===== src/rtl/rot_sched_pkg.sv =====
// Shared types and constants for the rotate scheduler and its arbiter.
package rot_sched_pkg;

    typedef enum logic [1:0] {
        IDLE   = 2'd0,
        LOAD   = 2'd1,
        ROTATE = 2'd2,
        DONE   = 2'd3
    } state_t;

    localparam logic SRC_A     = 1'b0;
    localparam logic SRC_B     = 1'b1;
    localparam logic DIR_LEFT  = 1'b1;
    localparam logic DIR_RIGHT = 1'b0;

endpackage


===== src/rtl/rot_sched_rr_arb2.sv =====
// Two-way round-robin arbiter: one-hot grant, pointer remembers the last winner.
module rr_arb2
    import rot_sched_pkg::*;
(
    input  logic       clk,
    input  logic       rst,
    input  logic [1:0] req,
    input  logic       update,
    output logic [1:0] grant
);

    logic last_grant;

    // On a tie, the requester that did not win last time gets the grant.
    always_comb begin
        grant = req;
        if (req == 2'b11) begin
            grant = (last_grant == SRC_B) ? 2'b01 : 2'b10;
        end
    end

    always_ff @(posedge clk or negedge rst) begin
        if (!rst) begin
            last_grant <= SRC_B;
        end else if (update && (grant != 2'b00)) begin
            last_grant <= grant[1];
        end
    end

endmodule


===== src/rtl/rot_sched.sv =====
// Scheduler that sequences load/rotate strobes of the shared byte datapath for two requesters.
module rot_sched
    import rot_sched_pkg::*;
#(
    parameter int CNT_W  = 3,
    parameter int DATA_W = 8
) (
    input  logic              clk,
    input  logic              rst,
    input  logic              req_a,
    input  logic [CNT_W-1:0]  cnt_a,
    input  logic              dir_a,
    output logic              ack_a,
    input  logic              req_b,
    input  logic [CNT_W-1:0]  cnt_b,
    input  logic              dir_b,
    output logic              ack_b,
    output logic              sel,
    output logic              r_l,
    output logic              load,
    output logic              rot,
    input  logic [DATA_W-1:0] dp_q,
    output logic [DATA_W-1:0] result,
    output logic              result_valid,
    output logic              result_src,
    output logic              busy
);

    state_t           state;
    logic             src;
    logic [CNT_W-1:0] cnt_r;
    logic             dir_r;
    logic [CNT_W-1:0] remaining;
    logic [1:0]       grant;
    logic             accept;

    assign accept = rst && (state == IDLE) && (grant != 2'b00);
    assign ack_a  = accept && grant[0];
    assign ack_b  = accept && grant[1];

    rr_arb2 u_arb (
        .clk    (clk),
        .rst    (rst),
        .req    ({req_b, req_a}),
        .update (accept),
        .grant  (grant)
    );

    // Strobes are set on the edge entering their state so they are registered outputs.
    always_ff @(posedge clk or negedge rst) begin
        if (!rst) begin
            state        <= IDLE;
            src          <= SRC_A;
            cnt_r        <= '0;
            dir_r        <= DIR_RIGHT;
            remaining    <= '0;
            sel          <= SRC_A;
            r_l          <= DIR_RIGHT;
            load         <= 1'b0;
            rot          <= 1'b0;
            result       <= '0;
            result_valid <= 1'b0;
            result_src   <= SRC_A;
            busy         <= 1'b0;
        end else begin
            result_valid <= 1'b0;
            unique case (state)
                IDLE: begin
                    if (accept) begin
                        src   <= grant[1];
                        cnt_r <= grant[1] ? cnt_b : cnt_a;
                        dir_r <= grant[1] ? dir_b : dir_a;
                        sel   <= grant[1];
                        load  <= 1'b1;
                        busy  <= 1'b1;
                        state <= LOAD;
                    end
                end
                LOAD: begin
                    load <= 1'b0;
                    if (cnt_r == '0) begin
                        state <= DONE;
                    end else begin
                        remaining <= cnt_r;
                        rot       <= 1'b1;
                        r_l       <= (dir_r == DIR_LEFT);
                        state     <= ROTATE;
                    end
                end
                ROTATE: begin
                    remaining <= remaining - 1'b1;
                    if (remaining == CNT_W'(1)) begin
                        rot   <= 1'b0;
                        state <= DONE;
                    end
                end
                DONE: begin
                    result       <= dp_q;
                    result_src   <= src;
                    result_valid <= 1'b1;
                    busy         <= 1'b0;
                    state        <= IDLE;
                end
                default: state <= IDLE;
            endcase
        end
    end

endmodule

===== config.mk =====
export PLATFORM = sky130hd
export DESIGN_NAME = rot_sched
export DESIGN_NICKNAME = d
export VERILOG_FILES = /design/src/rtl/rot_sched_pkg.sv /design/src/rtl/rot_sched_rr_arb2.sv /design/src/rtl/rot_sched.sv
export SDC_FILE = /design/constraint.sdc
export NUM_CORES = 1
export LEC_CHECK = 0
export ABC_AREA = 0
export CAP_MARGIN = 30
export CORE_ASPECT_RATIO = 0.7
export CORE_MARGIN = 2
export CORE_UTILIZATION = 49
export DETAILED_ROUTE_END_ITERATION = 12
export PLACE_DENSITY = 0.91
export SKIP_CTS_REPAIR_TIMING = 1
export SLEW_MARGIN = 20
export SYNTH_ARGS = -nofsm -noshare
export SYNTH_HDL_FRONTEND = slang
export SYNTH_HIERARCHICAL = 1
export SYNTH_SLANG_ARGS = --single-unit
export TNS_END_PERCENT = 5

===== constraint.sdc =====
create_clock -name clk -period 2.8 [get_ports clk]
set_input_delay 0.42 -clock clk [delete_from_list [all_inputs] [get_ports clk]]
set_output_delay 0.42 -clock clk [all_outputs]
set_load 0.01 [all_outputs]

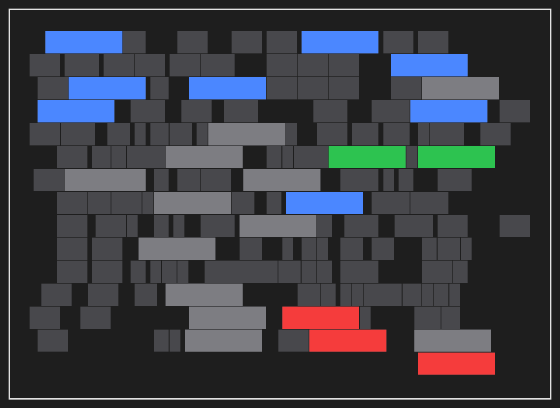
(where the registers sit)
Other sequential cells in the stronger gray, the rest of the logic in the fainter gray.
color	signal	placed flops
blue	result	8
green	state	2
red	remaining	3
flip-flop and latch share of the layout cell area: 0.378
storage element area: 627 um^2

==> qor.csv <==
stage;metric;value;unit
grt;grtUsageMet1;0.241;
cells_and_area;clkbuf_count;4;
yosys;flop_cell;sky130_fd_sc_hd__dfrtp_1;
clocking;cts_num_sinks;25;
cells_and_area;num-multi-input-gates;70;
cells_and_area;layout_top_cells;sky130_fd_sc_hd__clkdlybuf4s50_1 (36), sky130_fd_sc_hd__dfrtp_1 (24), sky130_fd_sc_hd__mux2_2 (11);
setup_path;setup.worst_path.start;req_b;
yosys;async_reset_ff_frac;1.00;
power_and_ir_drop;pwr-share-comb;0.531;
yosys;synth.top_cell.area_share;0.487;
power_and_ir_drop;total_leakage_power;0.738;nW
sta;final_min_period_over_clock_period;0.854;
sta;fmaxAchievable;418;MHz
clocking;cts_buffers;3;
sta;post-route-worst-setup-slack;0.407;ns
yosys;synthTopCellsByArea;sky130_fd_sc_hd__dfrtp_1 (49%), sky130_fd_sc_hd__mux2_2 (10%), sky130_fd_sc_hd__ha_1 (7.1%), sky130_fd_sc_hd__mux2i_1 (4.1%), sky130_fd_sc_hd__a21oi_1 (3.2%);
cells_and_area;final_util;0.684;
flow_run;log.warning_count;31;
routing;post_drt_via_cell_ratio;5.23;
yosys;synth_cell_type_count;32;
routing;drc;0;
sta;timing.final.setup_violations;0;
place;placedCellCount;176;
power_and_ir_drop;share_clk_of_total_power;0.087;
clocking;clock.latency.late_pin;0.31;ns
die;core_area;2420;um^2
yosys;ys_cells;108;
sta;timing.hold.ws;0.340;ns
sta;grt_setup_unrepaired;no;
die;die_width;64.0;um
yosys;yosys.area.top_type;sky130_fd_sc_hd__dfrtp_1;
yosys;synthAdderAreaFrac;0.0710;
yosys;most_used_standard_cell_by_instance_count_after_synthesis;sky130_fd_sc_hd__dfrtp_1;
cells_and_area;area.combinational;552;um^2
setup_path;crit_fanout;3;
setup_path;critical_path.max_stage_delay;0.54;ns
grt;vias_in_the_first_global_route;892;
power_and_ir_drop;power_switching;0.649;mW
grt;grt.total_usage;0.190;
die;floorplan.io_pins;37;
yosys;synth.cellmix.xorXnorShare;0;
status;result_of_the_run;finished clean;
die;vert_die_dim;46.0;um
routing;vias_after_detailed_routing;941;
setup_path;timing.critical_path.slowest_stage_cell;sky130_fd_sc_hd__clkdlybuf4s50_1;
grt;grt.met2_usage;0.323;
clocking;cts.clk_slew.worst_paths;0.12;ns
power_and_ir_drop;seq_cell_power;0.677;mW
cells_and_area;ff_count;25;
cells_and_area;layout-drive-gt1-share;0.137;
sta;final-hold-violation-count;0;
cells_and_area;stdcell_area;1660;um^2
place;port-buffer-count;36;
sta;worstMarginPinSlew;0.472;ns
power_and_ir_drop;p_total;1.77;mW
place;place.gp.congestion;0.714;
routing;routed_wire_length_per_instance;14.2;um
routing;met2_length;1250;um
clocking;cts_tree;done;
clocking;clock_tree.htree_level_count;1;
grt;globalRouteMet3Util;0.0470;
yosys;mux_area_frac;0.141;
setup_path;cp.arrival;1.97;ns
power_and_ir_drop;max-vdd-ir-drop;0.000421;V
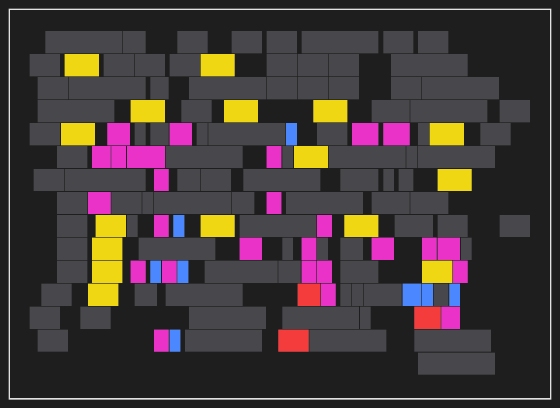
(gate families picked out)
color	family	cells
yellow	mux cells	16
magenta	aoi and oai cells	26
blue	nand cells	8
red	non-inverting ao/oa cells	3
combinational fraction of the cell area: 0.333
most instantiated logic cell after routing: sky130_fd_sc_hd__clkdlybuf4s50_1
post-layout instance count excluding filler cells: 180

No activity file was given, so power comes from the tool's default toggle rates.
